[config.mk]
export PLATFORM = sky130hd
export DESIGN_NAME = vram_write_scheduler
export DESIGN_NICKNAME = d
export VERILOG_FILES = /design/src/rtl/vram_write_scheduler.sv
export SDC_FILE = /design/constraint.sdc
export NUM_CORES = 1
export LEC_CHECK = 0
export ABC_AREA = 1
export CAP_MARGIN = 25
export CORE_MARGIN = 2
export CORE_UTILIZATION = 45
export DETAILED_ROUTE_END_ITERATION = 8
export DONT_BUFFER_PORTS = 1
export HOLD_SLACK_MARGIN = 0.05
export SLEW_MARGIN = 5
export SYNTH_ARGS = -nofsm -noshare
export SYNTH_HDL_FRONTEND = slang
export SYNTH_SLANG_ARGS = --single-unit
[constraint.sdc]
create_clock -name Clock -period 2.3 [get_ports Clock]
set_input_delay 0.46 -clock Clock [delete_from_list [all_inputs] [get_ports Clock]]
set_output_delay 0.46 -clock Clock [all_outputs]
set_load 0.005 [all_outputs]
[src/rtl/vram_write_scheduler.sv]
// Write-port scheduler for the 32x32 video memory: arbitrates a buffered CPU
// write stream against a rectangle-fill engine, optionally only during blanking.
module vram_write_scheduler #(
  parameter int DATA_WIDTH = 3,
  parameter int ADDR_WIDTH = 10,
  parameter int FIFO_DEPTH = 4,
  parameter int BLANK_ONLY = 0
) (
  input  logic                  Clock,
  input  logic                  Reset,
  input  logic                  iCpuWrite,
  input  logic [ADDR_WIDTH-1:0] iCpuAddr,
  input  logic [DATA_WIDTH-1:0] iCpuData,
  output logic                  oCpuFull,
  output logic                  oCpuDrop,
  input  logic                  iFillStart,
  input  logic [4:0]            iFillX0,
  input  logic [4:0]            iFillY0,
  input  logic [4:0]            iFillX1,
  input  logic [4:0]            iFillY1,
  input  logic [DATA_WIDTH-1:0] iFillColor,
  output logic                  oFillBusy,
  output logic                  oFillDone,
  input  logic                  iBlank,
  output logic                  oMemWrite,
  output logic [ADDR_WIDTH-1:0] oMemAddr,
  output logic [DATA_WIDTH-1:0] oMemData
);

  // state  | meaning
  // IDLE   | no fill; waiting for iFillStart
  // FILL   | cursor walks the rectangle row by row, one cell per fill grant
  // DONE   | single cycle after the last cell; pulses oFillDone
  typedef enum logic [1:0] {S_IDLE, S_FILL, S_DONE} fill_state_e;

  localparam int PTR_W = (FIFO_DEPTH > 1) ? $clog2(FIFO_DEPTH) : 1;
  localparam int CNT_W = $clog2(FIFO_DEPTH + 1);
  localparam logic [CNT_W-1:0] DEPTH_C = CNT_W'(FIFO_DEPTH);

  logic [ADDR_WIDTH-1:0] fifo_addr_q [FIFO_DEPTH];
  logic [ADDR_WIDTH-1:0] fifo_addr_d [FIFO_DEPTH];
  logic [DATA_WIDTH-1:0] fifo_data_q [FIFO_DEPTH];
  logic [DATA_WIDTH-1:0] fifo_data_d [FIFO_DEPTH];
  logic [PTR_W-1:0]      wr_ptr_q, wr_ptr_d;
  logic [PTR_W-1:0]      rd_ptr_q, rd_ptr_d;
  logic [CNT_W-1:0]      count_q, count_d;
  logic                  full_q, full_d;
  logic                  drop_q, drop_d;

  fill_state_e           state_q, state_d;
  logic [4:0]            xmin_q, xmin_d, xmax_q, xmax_d;
  logic [4:0]            ymin_q, ymin_d, ymax_q, ymax_d;
  logic [4:0]            cx_q, cx_d, cy_q, cy_d;
  logic [DATA_WIDTH-1:0] color_q, color_d;
  logic                  busy_q, busy_d;
  logic                  done_q, done_d;

  logic                  prio_fill_q, prio_fill_d;
  logic                  mem_write_q, mem_write_d;
  logic [ADDR_WIDTH-1:0] mem_addr_q, mem_addr_d;
  logic [DATA_WIDTH-1:0] mem_data_q, mem_data_d;

  logic slot, cpu_req, fill_req, contested;
  logic grant_cpu, grant_fill, push, pop;
  logic [ADDR_WIDTH-1:0] fill_addr;

  assign fill_addr = ADDR_WIDTH'({cy_q, cx_q});

  // Arbitration: prio_fill_q names the side that wins the next contested slot.
  always_comb begin
    slot       = (BLANK_ONLY == 0) || iBlank;
    cpu_req    = (count_q != '0);
    fill_req   = (state_q == S_FILL);
    contested  = slot && cpu_req && fill_req;
    grant_cpu  = slot && cpu_req && (!fill_req || !prio_fill_q);
    grant_fill = slot && fill_req && (!cpu_req || prio_fill_q);
    push       = iCpuWrite && !full_q;
    pop        = grant_cpu;

    prio_fill_d = contested ? grant_cpu : prio_fill_q;

    mem_write_d = grant_cpu || grant_fill;
    mem_addr_d  = '0;
    mem_data_d  = '0;
    if (grant_cpu) begin
      mem_addr_d = fifo_addr_q[rd_ptr_q];
      mem_data_d = fifo_data_q[rd_ptr_q];
    end else if (grant_fill) begin
      mem_addr_d = fill_addr;
      mem_data_d = color_q;
    end
  end

  // A push against a full FIFO is refused even when a pop frees a slot this cycle.
  always_comb begin
    fifo_addr_d = fifo_addr_q;
    fifo_data_d = fifo_data_q;
    if (push) begin
      fifo_addr_d[wr_ptr_q] = iCpuAddr;
      fifo_data_d[wr_ptr_q] = iCpuData;
    end
    wr_ptr_d = wr_ptr_q + PTR_W'(push);
    rd_ptr_d = rd_ptr_q + PTR_W'(pop);
    count_d  = count_q + CNT_W'(push) - CNT_W'(pop);
    full_d   = (count_d == DEPTH_C);
    drop_d   = iCpuWrite && full_q;
  end

  always_comb begin
    state_d = state_q;
    xmin_d  = xmin_q;
    xmax_d  = xmax_q;
    ymin_d  = ymin_q;
    ymax_d  = ymax_q;
    cx_d    = cx_q;
    cy_d    = cy_q;
    color_d = color_q;
    case (state_q)
      S_IDLE: begin
        if (iFillStart) begin
          xmin_d  = (iFillX0 < iFillX1) ? iFillX0 : iFillX1;
          xmax_d  = (iFillX0 < iFillX1) ? iFillX1 : iFillX0;
          ymin_d  = (iFillY0 < iFillY1) ? iFillY0 : iFillY1;
          ymax_d  = (iFillY0 < iFillY1) ? iFillY1 : iFillY0;
          cx_d    = xmin_d;
          cy_d    = ymin_d;
          color_d = iFillColor;
          state_d = S_FILL;
        end
      end
      S_FILL: begin
        if (grant_fill) begin
          if (cx_q != xmax_q) begin
            cx_d = cx_q + 5'd1;
          end else begin
            cx_d = xmin_q;
            // cy stays put on the last row so it never has to exceed 31
            if (cy_q == ymax_q) state_d = S_DONE;
            else                cy_d    = cy_q + 5'd1;
          end
        end
      end
      S_DONE:  state_d = S_IDLE;
      default: state_d = S_IDLE;
    endcase
    busy_d = (state_d == S_FILL);
    done_d = (state_d == S_DONE);
  end

  always_ff @(posedge Clock) begin
    fifo_addr_q <= fifo_addr_d;
    fifo_data_q <= fifo_data_d;
  end

  always_ff @(posedge Clock) begin
    if (!Reset) begin
      wr_ptr_q    <= '0;
      rd_ptr_q    <= '0;
      count_q     <= '0;
      full_q      <= 1'b0;
      drop_q      <= 1'b0;
      state_q     <= S_IDLE;
      xmin_q      <= '0;
      xmax_q      <= '0;
      ymin_q      <= '0;
      ymax_q      <= '0;
      cx_q        <= '0;
      cy_q        <= '0;
      color_q     <= '0;
      busy_q      <= 1'b0;
      done_q      <= 1'b0;
      prio_fill_q <= 1'b0;
      mem_write_q <= 1'b0;
      mem_addr_q  <= '0;
      mem_data_q  <= '0;
    end else begin
      wr_ptr_q    <= wr_ptr_d;
      rd_ptr_q    <= rd_ptr_d;
      count_q     <= count_d;
      full_q      <= full_d;
      drop_q      <= drop_d;
      state_q     <= state_d;
      xmin_q      <= xmin_d;
      xmax_q      <= xmax_d;
      ymin_q      <= ymin_d;
      ymax_q      <= ymax_d;
      cx_q        <= cx_d;
      cy_q        <= cy_d;
      color_q     <= color_d;
      busy_q      <= busy_d;
      done_q      <= done_d;
      prio_fill_q <= prio_fill_d;
      mem_write_q <= mem_write_d;
      mem_addr_q  <= mem_addr_d;
      mem_data_q  <= mem_data_d;
    end
  end

  assign oCpuFull  = full_q;
  assign oCpuDrop  = drop_q;
  assign oFillBusy = busy_q;
  assign oFillDone = done_q;
  assign oMemWrite = mem_write_q;
  assign oMemAddr  = mem_addr_q;
  assign oMemData  = mem_data_q;

endmodule

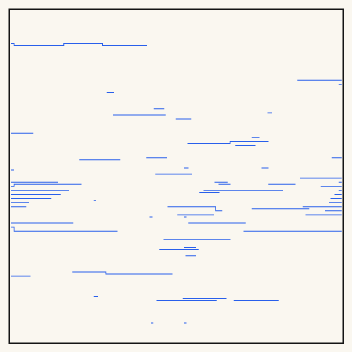
*Met3 routing*
Drawn at 3 px/µm.
main direction: horizontal
nets with wire on the layer: 47
longest straight run: 34.3 µm
total routed wirelength: 10410 µm
met3 usage: 5.413%
Via Count: 3777

==> impl_metrics.toml <==
# flow metrics
[final_timing]
timing.hold.ws_ns = 0.1991
skew_ns = 0.004761
hold_viol = 0
setup_ws_ns = 0.2594

[worst_setup_path]
endpoint = "oCpuFull"
r2r_slack_ns = 0.26
worstPathMaxFanout = 5
worstPathCellList = "inv_2, nand2_4, o21ai_2, inv_2, ha_1, inv_1, ha_1, fa_1, xor2_1, nand2_1, nor3_1"
end_kind = "flip-flop"
cp_num_buf_inv = 3
reg2reg_from = "state_q[1]"
critPathLaunch = "state_q[1]"
worst_path_max_delay_cell = "dfxtp_1"
start_kind = "flip-flop"

[finish]
final_util_pct = 50.62
syn_to_final_growth_pct = 8.313
fillers = 1050
nNetsFinal = 655

[outcome]
status = "complete, no violations"

[cts]
cts_setup_buffers = 0
holdBufCountCts = 0
clock_path_buffers = 2
cts_tree = "yes"

[die]
ios = 59

[hold_path]
hold-path-cell-count = 0

[synthesis]
ys_area_mm2 = 0.005132
yosysTopAreaCell = "edfxtp_1"
synth_seq_share_pct = 52.27
netlist_area_mm2 = 0.005132

[pwr]
seq_power_share_pct = 45.4

[route]
drc_errors = 0
wl_met3_um = 673

[grt]
grt_max_degree = 28

[placement]
port_buffers = 0
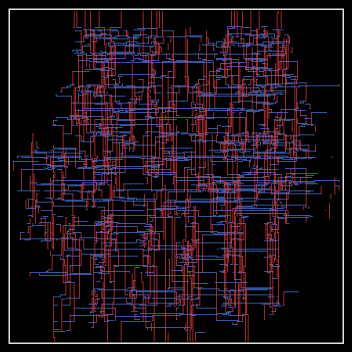
*Wiring by layer*
Drawn at 3 px/µm. Two of the layers only.
| color | layer | wire length |
|---|---|---|
| blue | metal 1 | 4640 µm |
| red | metal 2 | 4910 µm |
Routed WL per cell: 13.99 µm
GR Util All Layers: 17.70%

power by group through the flow:
stage	logic [W]	clock network, W	registers [W]
after floorplan	0.00131	0	0.00252
after global placement	0.00156	0	0.00262
after detailed placement	0.00160	0	0.00263
after CTS	0.00161	0.00155	0.00259
after global routing	0.00183	0.00163	0.00262
final	0.00159	0.00152	0.00258
area by class of cell:
type | count | area [µm²] | share of cell area (%)
inverters | 80 | 300.3 | 5.402
clock inverters | 5 | 41.29 | 0.7427
well taps | 140 | 175.2 | 3.151
clock buffers | 11 | 254.0 | 4.569
multi-input cells | 390 | 2031 | 36.53
repair buffers | 10 | 75.07 | 1.350
flip-flops and latches | 108 | 2683 | 48.26
sequential cells by signal (all words and copies together) (netlist names), 3 cells and up:
signal	count
oMemData	3
oMemAddr	10
ymax_q	5
fifo_data_q	12
cy_q	5
count_q	3
fifo_addr_q	40
xmin_q	5
xmax_q	5
color_q	3
cx_q	5
per-stage QoR:
stage,cells,instance area (µm²)
floorplan,602,5132
global placement,728,5264
detailed placement,728,5264
CTS,744,5559
global route,744,5559
finish,744,5559
Yosys cell counts (7+ instances only):
| cell | n |
|---|---|
| nand2_1 | 127 |
| nor2_1 | 94 |
| inv_1 | 71 |
| dfxtp_1 | 56 |
| edfxtp_1 | 52 |
| a21oi_1 | 36 |
| o21ai_0 | 28 |
| nand3_1 | 15 |
| ha_1 | 14 |
| nand4_1 | 13 |
| o32ai_1 | 13 |
| buf_2 | 10 |
| clkbuf_1 | 8 |
| inv_2 | 8 |
| o21ai_1 | 8 |
| nor3_1 | 7 |
cells by family after synthesis:
logic type	Yosys count	share of synthesized area, %
and+or+nand+nor	272	23.04
buffers and inverters	104	8.557
DFF	108	52.27
AOI/OAI and AO/OA	93	10.48
xor gates and xnor gates	10	1.853
adders and majority gates	15	3.803
Power is estimated from default activity; no workload was simulated.
